**src/rtl/adder_subtractor_pkg.sv**
```systemverilog
// Shared types and constants for the adder/subtractor: width default, group size,
// registered flag bundle and the group carry equation used at both levels of the chain.
`ifndef ADDER_WIDTH
`define ADDER_WIDTH 32
`endif

package adder_subtractor_pkg;

`ifdef CUSTOM_DEFINE
    localparam int DEFAULT_ADDER_WIDTH = `ADDER_WIDTH;
`else
    localparam int DEFAULT_ADDER_WIDTH = 32;
`endif

    localparam int GROUP_WIDTH = 4;

    typedef struct packed {
        logic cout;
        logic overflow;
        logic zero;
        logic negative;
    } flags_t;

    // An all-zero sum is what reset leaves on the output, so zero reads high.
    localparam flags_t FLAGS_RESET = '{cout: 1'b0, overflow: 1'b0, zero: 1'b1, negative: 1'b0};

    function automatic logic group_carry(input logic g, input logic p, input logic cin);
        return g | (p & cin);
    endfunction

endpackage

```
**src/rtl/adder_subtractor_cla_4bit.sv**
```systemverilog
// 4-bit carry-lookahead slice: internal carries are flattened sums of products,
// and the slice exports its group generate/propagate for the inter-group chain.
module cla_4bit
    import adder_subtractor_pkg::*;
(
    input  logic [3:0] a,
    input  logic [3:0] b,
    input  logic       cin,
    output logic [3:0] s,
    output logic       cout,
    output logic       g,
    output logic       p
);

    logic [3:0] gen;
    logic [3:0] prop;
    logic [3:0] carry;

    assign gen  = a & b;
    assign prop = a ^ b;

    assign carry[0] = cin;
    assign carry[1] = gen[0] | (prop[0] & cin);
    assign carry[2] = gen[1] | (prop[1] & gen[0]) | (prop[1] & prop[0] & cin);
    assign carry[3] = gen[2] | (prop[2] & gen[1]) | (prop[2] & prop[1] & gen[0])
                    | (prop[2] & prop[1] & prop[0] & cin);

    assign g = gen[3] | (prop[3] & gen[2]) | (prop[3] & prop[2] & gen[1])
             | (prop[3] & prop[2] & prop[1] & gen[0]);
    assign p = &prop;

    assign s    = prop ^ carry;
    assign cout = group_carry(g, p, cin);

endmodule

```
**src/rtl/adder_subtractor.sv**
```systemverilog
// Registered two's-complement adder/subtractor (Cin selects subtract) built from
// 4-bit lookahead groups, with carry, overflow, zero and negative flags.
module adder_subtractor
    import adder_subtractor_pkg::*;
#(
    parameter int ADDER_WIDTH = DEFAULT_ADDER_WIDTH
) (
    input  logic                   clk,
    input  logic                   rst,
    input  logic [ADDER_WIDTH-1:0] A,
    input  logic [ADDER_WIDTH-1:0] B,
    input  logic                   Cin,
    input  logic                   valid_i,
    output logic [ADDER_WIDTH-1:0] sum,
    output logic                   Cout,
    output logic                   overflow,
    output logic                   zero,
    output logic                   negative,
    output logic                   valid_o
);

    localparam int NUM_GROUPS = ADDER_WIDTH / GROUP_WIDTH;
    localparam int MSB        = ADDER_WIDTH - 1;

    generate
        if ((ADDER_WIDTH % GROUP_WIDTH) != 0 || ADDER_WIDTH < GROUP_WIDTH) begin : g_bad_width
            $error("adder_subtractor: ADDER_WIDTH must be a positive multiple of 4");
        end
    endgenerate

    logic [ADDER_WIDTH-1:0] bx;
    logic [ADDER_WIDTH-1:0] raw_sum;
    logic [NUM_GROUPS:0]    carry;
    logic [NUM_GROUPS-1:0]  group_g;
    logic [NUM_GROUPS-1:0]  group_p;
    // The slice carry-outs equal the G/P chain below; the chain is what feeds forward.
    logic [NUM_GROUPS-1:0]  group_cout_unused;

    assign bx       = B ^ {ADDER_WIDTH{Cin}};
    assign carry[0] = Cin;

    genvar gi;
    generate
        for (gi = 0; gi < NUM_GROUPS; gi++) begin : g_group
            cla_4bit u_cla (
                .a    (A[gi*GROUP_WIDTH +: GROUP_WIDTH]),
                .b    (bx[gi*GROUP_WIDTH +: GROUP_WIDTH]),
                .cin  (carry[gi]),
                .s    (raw_sum[gi*GROUP_WIDTH +: GROUP_WIDTH]),
                .cout (group_cout_unused[gi]),
                .g    (group_g[gi]),
                .p    (group_p[gi])
            );
            assign carry[gi+1] = group_carry(group_g[gi], group_p[gi], carry[gi]);
        end
    endgenerate

    flags_t                 flags_new;
    flags_t                 flags_d;
    flags_t                 flags_q;
    logic [ADDER_WIDTH-1:0] sum_d;
    logic [ADDER_WIDTH-1:0] sum_q;
    logic                   valid_d;
    logic                   valid_q;

    always_comb begin
        flags_new          = FLAGS_RESET;
        flags_new.cout     = carry[NUM_GROUPS];
        // Signed overflow: operands agree in sign but the result does not.
        flags_new.overflow = (A[MSB] == bx[MSB]) && (raw_sum[MSB] != A[MSB]);
        flags_new.zero     = (raw_sum == '0);
        flags_new.negative = raw_sum[MSB];
    end

    always_comb begin
        sum_d   = sum_q;
        flags_d = flags_q;
        valid_d = valid_i;
        if (valid_i) begin
            sum_d   = raw_sum;
            flags_d = flags_new;
        end
    end

    always_ff @(posedge clk) begin
        if (rst) begin
            sum_q   <= '0;
            flags_q <= FLAGS_RESET;
            valid_q <= 1'b0;
        end else begin
            sum_q   <= sum_d;
            flags_q <= flags_d;
            valid_q <= valid_d;
        end
    end

    assign sum      = sum_q;
    assign Cout     = flags_q.cout;
    assign overflow = flags_q.overflow;
    assign zero     = flags_q.zero;
    assign negative = flags_q.negative;
    assign valid_o  = valid_q;

endmodule

```
**config.mk**
```make
export PLATFORM = sky130hd
export DESIGN_NAME = adder_subtractor
export DESIGN_NICKNAME = d
export VERILOG_FILES = /design/src/rtl/adder_subtractor_pkg.sv /design/src/rtl/adder_subtractor_cla_4bit.sv /design/src/rtl/adder_subtractor.sv
export SDC_FILE = /design/constraint.sdc
export NUM_CORES = 1
export LEC_CHECK = 0
export CAP_MARGIN = 5
export CORE_ASPECT_RATIO = 1.25
export CORE_MARGIN = 2
export CORE_UTILIZATION = 40
export CTS_CLUSTER_DIAMETER = 120
export CTS_CLUSTER_SIZE = 20
export DETAILED_ROUTE_END_ITERATION = 8
export HOLD_SLACK_MARGIN = 0.02
export PLACE_DENSITY = 0.73
export SLEW_MARGIN = 10
export SYNTH_ARGS = -nofsm -noshare
export SYNTH_HDL_FRONTEND = slang
export SYNTH_SLANG_ARGS = --single-unit
```
**constraint.sdc**
```tcl
create_clock -name clk -period 5.73 [get_ports clk]
set_clock_uncertainty 0.05 [all_clocks]
set_input_delay 1.146 -clock clk [delete_from_list [all_inputs] [get_ports clk]]
set_output_delay 1.146 -clock clk [all_outputs]
set_load 0.005 [all_outputs]
```
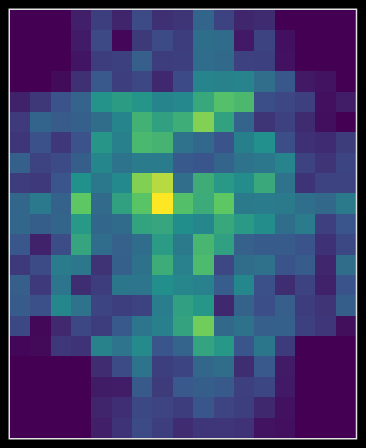
**Above:** run 1 (signal metal coverage by tile).
17 x 21 tiles, from dark purple (low) to yellow (high), scaled to the fullest tile. Values are wire area over tile area, all layers added.
tiles over half the peak = 12%
nearly empty tiles = 16%
mean over tiles = 0.15

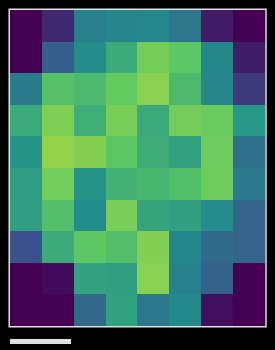
**Above:** run 1 (local utilization).
The bar under the picture is 20 µm long. 8 x 10 tiles, from dark purple (low) to yellow (high), 0 to 100% covered.
fullest tile = 84%
nearly empty tiles = 10%
tiles over 75% full = 19%
mean over tiles = 49%
core area: 7790 µm²
fin util: 56.6%

==> impl_metrics.csv, run 1 <==
group,metric,value,unit
status,outcome,"finished clean",
logic_synthesis,synth_adder_area_share,16.9,%
hold_path,worstHoldEndpoint,"sum[16]",
cells_and_area,largest_class,"logic gates",
cells_and_area,comb.multi_input.count,295,
cts,insertion_delay,0.28,ns
grt,grt_pass1_wl,14000,µm
floorplan,io_pins,105,
logic_synthesis,ys_warn_count,0,
logic_synthesis,ys_seq_share,22.5,%
floorplan,taps,95,
logic_synthesis,syn_inst,371,
logic_synthesis,synth-area-yosys,3210,µm²
floorplan,die_h,104,µm
grt,antenna_found_initial,0,
hold_path,hold_path_startpoint,"sum[16]",
cells_and_area,signal_buffers,109,
routing,drtIter0Drc,115,
routing,dr_wl_met2,4250,µm
place,place_congestion,0.980,
place,placed_area,4330,µm²
sta,slew_viol_final,0,
critical_path,startpoint,"B[18]",
logic_synthesis,ys.flop_type,"dfxtp_1",
cells_and_area,logic_area,2320,µm²
logic_synthesis,aoi_share,19.3,%
cts,h-tree-depth,2,
logic_synthesis,netlist_area,3210,µm²
cells_and_area,final_nets,577,
cts,post_cts_resize_count,0,
hold_path,hold_class,"reg -> reg",
cells_and_area,seq_area,721,µm²
logic_synthesis,ys_ff,36,
grt,top_usage_layer,"met2",
cells_and_area,drive_gt1_share,6.38,%
place,place_ws,0.0307,ns
cells_and_area,inverters,23,
place,dp_cells,558,
sta,final.min_clock_period,5.45,ns
critical_path,r2r_end,"sum[30]",
cells_and_area,areaGrowthSynthToFinish,37.5,%
cells_and_area,fillCellCount,714,
sta,max_freq,184,MHz
logic_synthesis,top_logic_kind,"AND-OR/OR-AND gates",
sta,fin_crit_sh,95.1,%
routing,met1Wirelength,3650,µm
sta,setup_ws,0.283,ns
place,place_hpwl,6740,µm
grt,first_global_vias,3079,
routing,firstDrtPassIters,5,
logic_synthesis,ys_async_sr_fraction,0,%
logic_synthesis,yosys.cell_types.count,59,
cells_and_area,stdcell_count,565,
logic_synthesis,syn_nets,478,
hold_path,holdPathStages,2,
critical_path,setup.worst_path.end,"zero",
logic_synthesis,ys_sh_mux,6.28,%
grt,grt_max_degree,45,
flow_run,max_cap_viol_count,0,
sta,holdWs,0.426,ns
logic_synthesis,top_area_share,22.5,%
critical_path,critPathKind,"in -> reg",
cells_and_area,final_cell_mix,"clkdlybuf4s50_1, xor2_1, dfxtp_1, nor2_1, ha_1",
flow_run,warnings,26,
logic_synthesis,synth_area_leader_cell,"dfxtp_1",
routing,ant_nets,0,
logic_synthesis,most_common_cell,"xor2_1",
grt,grt-ovfl-total,0,
cells_and_area,clock_cell_area_share,1.76,%
critical_path,arrival,5.63,ns
critical_path,worstSetupEndpointType,"flop",
sta,fin_tns_setup,0,ns
sta,rsz0062_at_grt,"false",
critical_path,required,5.91,ns
cts,clock-sinks,36,
sta,worstMarginPinSlew,0.576,ns
grt,grt.total_usage,19.0,%
cells_and_area,largest_reg_flops,31,
cells_and_area,seq_share,16.3,%
critical_path,cp_max_fo,7,
floorplan,die_x,84.1,µm
power,p_leak,1.86,nW
cells_and_area,lay_top_count,"clkdlybuf4s50_1",
cells_and_area,clkbuf_count,6,
cells_and_area,fin_area,4410,µm²
cts,cts_buffers,5,
routing,vias,2948,
cells_and_area,comb_area_share,52.7,%
logic_synthesis,edf_count,0,
logic_synthesis,ys_sh_xor,15.0,%
critical_path,r2r_slack,4.94,ns
logic_synthesis,topCellsByArea,"dfxtp_1, ha_1, xor2_1",
sta,hold_viol,0,
routing,routed_wl,8320,µm
power,power_density,220,nW/µm²
logic_synthesis,yosys-stat-cells,371,
sta,maxSlewHeadroom,61.4,%
logic_synthesis,synth.top_cells.by_count,"xor2_1, dfxtp_1, nor2_1",
floorplan,fp-row-count,36,
grt,use_met2,34.7,%
cells_and_area,seq_cells,36,
critical_path,reg2reg_from,"sum[30]",
sta,setup_viol,0,
critical_path,startpoint_type,"input port",
cts,cts-root-buf,"clkbuf_8",
cells_and_area,num_antenna_cells,0,
cts,cts_tree,"yes",
cts,postCtsSetupRepairBufs,0,
floorplan,dieArea,8750,µm²
cts,cts-hold-fix-buffers,0,
grt,grt_use_met3,2.78,%
critical_path,reg2reg_depth,2,
routing,routed_via_density,5.22,
grt,grtUsageMet1,23.7,%
routing,wl_met3,348,µm
routing,highest_layer,"met4",
logic_synthesis,synth.avg_cell_area,8.64,µm²
cts,clockBufferDepth,2,
place,port_buffers,104,
routing,wire_per_inst,14.7,µm
floorplan,fp_util,41.2,%
power,power.total,0.000971,W
routing,drcViolationCount,0,
power,vdd_drop_max,0.000135,V
cells_and_area,buf_share,24.5,%
logic_synthesis,simple_gate_share,15.0,%
cts,path_clk_slew,0.07,ns
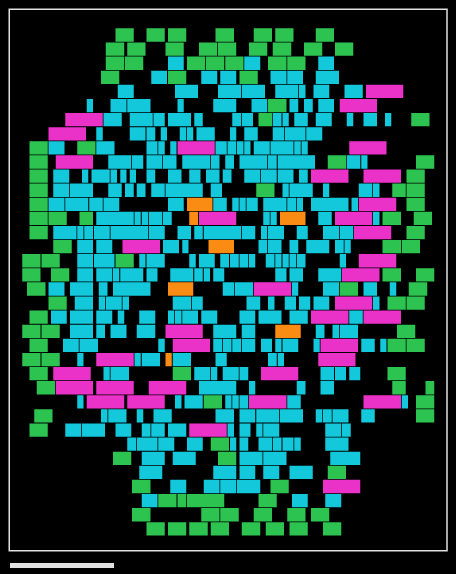
**Above:** run 1 (cells colored by class).
The bar under the picture is 20 µm long.
green -> remaining buffers and delay cells  # cells 109
magenta -> registers  # cells 36
cyan -> remaining logic cells  # cells 318
orange -> clock drivers and dummy loads  # cells 7

run 1: power breakdown:
part / switching (W) / total (W) / internal (W)
sequential: 0.0000187 / 0.000303 / 0.000284
combinational: 0.000244 / 0.000498 / 0.000253
clock: 0.0000881 / 0.000171 / 0.0000827
total: 0.000351 / 0.000971 / 0.000620
run 1: worst max-delay path, cell delays in order:
cell	delay, ns
clkdlybuf4s50_1	0.41
xor2_1	0.14
ha_1	0.41
and4_1	0.24
and3_1	0.22
and3_1	0.19
a21boi_1	0.23
o21ai_1	0.12
a211oi_2	0.27
nor3_1	0.10
fa_1	0.56
nand4_1	0.10
a2111oi_1	0.35
nand4b_1	0.15
nor4b_1	0.36
o2111ai_1	0.18
nor4_2	0.23
o2111ai_1	0.14
nand2_1	0.09
==> run 1 -> run 2 <==
TNS_END_PERCENT = 20   (was default)
==> run 2 against run 1 <==
Against the previous run: register-to-register slack about the same; clock power about the same; design area unchanged; synthesized cell count unchanged; combinational power about the same; non-clock buffer count unchanged; global-route usage unchanged; largest cell class unchanged.
==> impl_metrics.csv, run 2 <==
group,metric,value,unit
status,outcome,"finished clean",
power,pwr-share-clk,17.6,%
cells_and_area,num_antenna_cells,0,
logic_synthesis,synth_adder_area_share,16.9,%
routing,highest_layer,"met4",
power,clk-power,0.000171,W
sta,maxSlewHeadroom,61.4,%
logic_synthesis,synth_area_leader_cell,"dfxtp_1",
logic_synthesis,netlist_area,3210,µm²
routing,routed_via_density,5.22,
power,intPower,0.000620,W
grt,grt-ovfl-total,0,
power,switching_share,36.1,%
cells_and_area,final_cell_mix,"clkdlybuf4s50_1, xor2_1, dfxtp_1, nor2_1, ha_1",
critical_path,path_cells,"clkdlybuf4s50_1 > xor2_1 > ha_1 > and4_1 > and3_1 > and3_1 > a21boi_1 > o21ai_1 > a211oi_2 > nor3_1 > fa_1 > nand4_1 > a2111oi_1 > nand4b_1 > nor4b_1 > o2111ai_1 > nor4_2 > o2111ai_1 > nand2_1",
cells_and_area,fin_area,4410,µm²
power,seqPwrFrac,31.2,%
power,power.total,0.000971,W
power,seq_power,0.000303,W
logic_synthesis,synth.avg_cell_area,8.64,µm²
sta,fin_tns_setup,0,ns
grt,grt_max_degree,45,
logic_synthesis,top_logic_kind,"AND-OR/OR-AND gates",
power,p_comb,0.000498,W
cells_and_area,seq_area,721,µm²
floorplan,dieArea,8750,µm²
critical_path,path_delay_family,"simple AND/OR/NAND/NOR gates",
logic_synthesis,syn_nets,478,
logic_synthesis,yosys-stat-cells,371,
flow_run,warnings,26,
critical_path,cp_max_fo,7,
place,placed_area,4330,µm²
cts,clockBufferDepth,2,
sta,holdWs,0.426,ns
logic_synthesis,ys_sh_xor,15.0,%
logic_synthesis,ys_async_sr_fraction,0,%
sta,setup_viol,0,
power,p_leak,1.86,nW
cells_and_area,largest_reg_flops,31,
floorplan,die_x,84.1,µm
grt,grtUsageMet1,23.7,%
cells_and_area,logic_area,2320,µm²
critical_path,critical_path_buf_inv_count,1,
floorplan,fp-row-count,36,
place,place_hpwl,6740,µm
routing,met1Wirelength,3650,µm
sta,max_freq,184,MHz
floorplan,io_pins,105,
grt,first_global_vias,3079,
cts,clock-sinks,36,
critical_path,r2r_slack,4.94,ns
floorplan,die_h,104,µm
logic_synthesis,aoi_share,19.3,%
sta,worstMarginPinSlew,0.576,ns
routing,wire_per_inst,14.7,µm
critical_path,required,5.91,ns
critical_path,worstSetupEndpointType,"flop",
cts,cts-root-buf,"clkbuf_8",
hold_path,hold_class,"reg -> reg",
cts,h-tree-depth,2,
critical_path,critical_path.max_stage_delay,0.56,ns
routing,dr_wl_met2,4250,µm
grt,grt_pass1_wl,14000,µm
sta,slew_viol_final,0,
sta,hold_viol,0,
cts,cts-hold-fix-buffers,0,
place,place_ws,0.0307,ns
logic_synthesis,synth-area-yosys,3210,µm²
sta,fin_crit_sh,95.1,%
power,combPwrFrac,51.2,%
power,power_density,220,nW/µm²
logic_synthesis,topCellsByArea,"dfxtp_1, ha_1, xor2_1",
cts,cts_buffers,5,
grt,use_met2,34.7,%
## run 2: final timing paths
check | cells past startpoint | to | startpoint
worst max register to register | 2 | sum[30] | sum[30]
worst min register to register | 2 | sum[16] | sum[16]
worst max-delay path | 19 | zero | B[18]
worst min-delay path | 2 | sum[16] | sum[16]
## run 2: what timing repair did
item                                    CTS  global route
gates resized                             0             1
buffers inserted                          0             0
endpoints found under the setup margin    0             1
## run 2: layout make-up
class	instances	area share, %
sequential	36	16.3
inverter	23	1.96
multi-input combinational	295	52.7
tap	95	2.70
clock inverter	1	0.114
timing repair buffer	109	24.5
clock buffer	6	1.65
## run 2: stage by stage
stage	util, %	std cells
floorplan	-	371
global placement	55.6	558
detailed placement	55.6	558
CTS	56.6	565
global route	56.6	565
finish	56.6	565
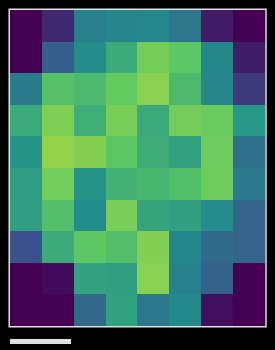
**Above:** run 2 (local utilization).
The bar under the picture is 20 µm long. 8 x 10 tiles, from dark purple (low) to yellow (high), 0 to 100% covered.
nearly empty tiles = 10%
tiles over 75% full = 19%
mean over tiles = 49%
fullest tile = 84%
Core Util at FP: 41.2%

==> run 2 -> run 3 <==
CTS_BUF_LIST = sky130_fd_sc_hd__clkbuf_16   (was default)
==> run 3 against run 2 <==
Against the previous run: sequential power barely moved; largest power group unchanged; worst hold slack barely moved; clock power rose by 46%; highest routed layer unchanged; synthesized area did not move; critical path type unchanged; design area rose by 1.4%; first-iteration DRC count rose by 11%; flip-flop count did not move; cell count did not move.
==> impl_metrics.csv, run 3 <==
group,metric,value,unit
logic_synthesis,yosys-stat-cells,371,
logic_synthesis,synth_area_leader_cell,"dfxtp_1",
cells_and_area,final_nets,577,
place,place_hpwl,6740,µm
power,seqPwrFrac,28.8,%
logic_synthesis,ys_ff,36,
cts,h-tree-depth,2,
sta,hold_viol,0,
hold_path,hold_path_startpoint,"sum[8]",
routing,wl_met3,383,µm
critical_path,startpoint_type,"input port",
routing,routed_wl,8360,µm
grt,grtUsageMet1,23.8,%
routing,dr_wl_met2,4270,µm
place,dp_cells,558,
flow_run,max_cap_viol_count,0,
flow_run,warnings,26,
grt,grt_use_met3,3.25,%
sta,setup_viol,0,
sta,fin_crit_sh,94.1,%
logic_synthesis,ys_warn_count,0,
logic_synthesis,synth-area-yosys,3210,µm²
cells_and_area,lay_top_count,"clkdlybuf4s50_1",
routing,ant_nets,0,
sta,rsz0062_at_grt,"false",
power,pwr-share-clk,23.8,%
cts,post_cts_resize_count,0,
cts,insertion_delay,0.27,ns
floorplan,core,7790,µm²
power,seq_power,0.000303,W
logic_synthesis,syn_nets,478,
grt,grt.total_usage,19.2,%
cells_and_area,fillCellCount,707,
logic_synthesis,netlist_area,3210,µm²
power,combPwrFrac,47.4,%
critical_path,worstSetupEndpointType,"flop",
critical_path,setup.worst_path.end,"zero",
sta,worstMarginPinSlew,0.586,ns
power,maxPowerGroup,"combinational cells",
cts,cts-root-buf,"clkbuf_16",
routing,wire_per_inst,14.8,µm
logic_synthesis,top_area_share,22.5,%
power,p_comb,0.000499,W
sta,slew_viol_final,0,
sta,final.min_clock_period,5.39,ns
status,outcome,"finished clean",
routing,routed_via_density,5.21,
cts,cts-hold-fix-buffers,0,
logic_synthesis,most_common_cell,"xor2_1",
hold_path,worstHoldEndpoint,"sum[8]",
critical_path,critPathKind,"in -> reg",
hold_path,hold_class,"reg -> reg",
critical_path,critical_path.max_stage_delay,0.56,ns
grt,antenna_found_initial,0,
cells_and_area,largest_reg_flops,31,
cts,postCtsSetupRepairBufs,0,
cts,clock-sinks,36,
place,place_congestion,0.980,
place,placed_area,4330,µm²
cells_and_area,final_cell_mix,"clkdlybuf4s50_1, xor2_1, dfxtp_1, nor2_1, ha_1",
cells_and_area,fin_area,4470,µm²
floorplan,fp_util,41.2,%
logic_synthesis,topCellsByArea,"dfxtp_1, ha_1, xor2_1",
critical_path,r2r_end,"sum[30]",
grt,first_global_vias,3075,
sta,max_freq,185,MHz
routing,met1Wirelength,3620,µm
cells_and_area,stdcell_count,565,
floorplan,die_h,104,µm
logic_synthesis,synth.top_cells.by_count,"xor2_1, dfxtp_1, nor2_1",
critical_path,crit_path_top_delay_cell,"fa_1",
critical_path,path_cells,"clkdlybuf4s50_1 > xor2_1 > ha_1 > and4_1 > and3_1 > and3_1 > a21boi_1 > o21ai_1 > a211oi_2 > nor3_1 > fa_1 > nand4_1 > a2111oi_1 > nand4b_1 > nor4b_2 > o2111ai_1 > nor4_2 > o2111ai_1 > nand2_1",
routing,drtIter0Drc,128,
routing,highest_layer,"met4",
cells_and_area,logic_area,2330,µm²
critical_path,r2r_slack,4.95,ns
routing,vias,2941,
cells_and_area,drive_gt1_share,6.60,%
logic_synthesis,synth.avg_cell_area,8.64,µm²
logic_synthesis,ys_seq_share,22.5,%
critical_path,cp_max_fo,7,
place,port_buffers,104,
critical_path,reg2reg_from,"sum[30]",
routing,firstDrtPassIters,4,
grt,grt-ovfl-total,0,
critical_path,reg2reg_depth,2,
sta,holdWs,0.426,ns
sta,setup_ws,0.336,ns
power,power.total,0.00105,W
sta,maxSlewHeadroom,60.7,%
critical_path,arrival,5.56,ns
grt,use_met2,35.0,%
power,switching_share,34.1,%
cts,clockBufferDepth,2,
logic_synthesis,ys_async_sr_fraction,0,%
cells_and_area,num_antenna_cells,0,
cts,cts_tree,"yes",
cts,cts_buffers,5,
critical_path,required,5.90,ns
floorplan,io_pins,105,
floorplan,dieArea,8750,µm²
power,clk-power,0.000250,W
grt,top_usage_layer,"met2",
routing,drcViolationCount,0,
cells_and_area,utilization,57.4,%
cells_and_area,areaGrowthSynthToFinish,39.4,%
power,vdd_drop_max,0.000163,V
power,power_density,235,nW/µm²
power,p_leak,1.89,nW
cts,path_clk_slew,0.05,ns
hold_path,holdPathStages,2,
floorplan,die_x,84.1,µm
floorplan,fp-row-count,36,
place,place_ws,0.0307,ns
cells_and_area,seq_area,721,µm²
grt,grt_max_degree,45,
critical_path,startpoint,"B[18]",
power,power_switching,0.000359,W
logic_synthesis,edf_count,0,
sta,fin_tns_setup,0,ns
logic_synthesis,syn_inst,371,
power,intPower,0.000694,W
logic_synthesis,ys.flop_type,"dfxtp_1",
grt,grt_pass1_wl,14100,µm
logic_synthesis,yosys.cell_types.count,59,
run 3: cell counts after synthesis:
Identical to the previous run, type by type.
run 3: area by class of cell:
class	instances	area share [%]
clock buffers	5	2.80
clock inverters	2	0.196
inverters	23	1.93
multi-input cells	295	52.1
flip-flops and latches	36	16.1
well taps	95	2.66
repair buffers	109	24.2
run 3: cells by family after synthesis:
kind of cell	count (synthesis)	synth area share (%)
AOI/OAI and AO/OA	84	19.3
buffers and inverters	40	5.07
xor gates and xnor gates	55	15.0
and+or+nand+nor	97	15.0
muxes	20	6.28
DFF	36	22.5
adders and majority gates	39	16.9
run 3: critical path: cells and delay by family:
kind | cells | cell delay, ns
simple gates | 9 | 1.64
buf+inv | 1 | 0.41
xor+xnor | 1 | 0.14
fa+ha+maj | 2 | 0.97
compound gates | 6 | 1.25
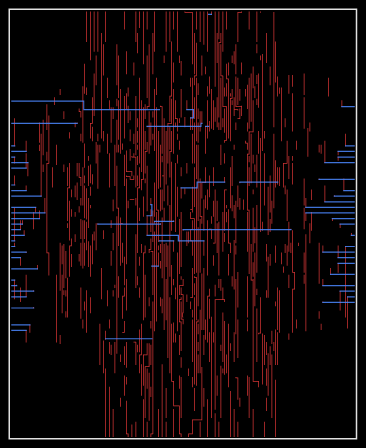
**Above:** run 3 (metal layers overlaid).
Only two layers are drawn.
blue -> M3  # wire length 383 µm
red -> M2  # wire length 4270 µm

No activity file was given, so power comes from the tool's default toggle rates.
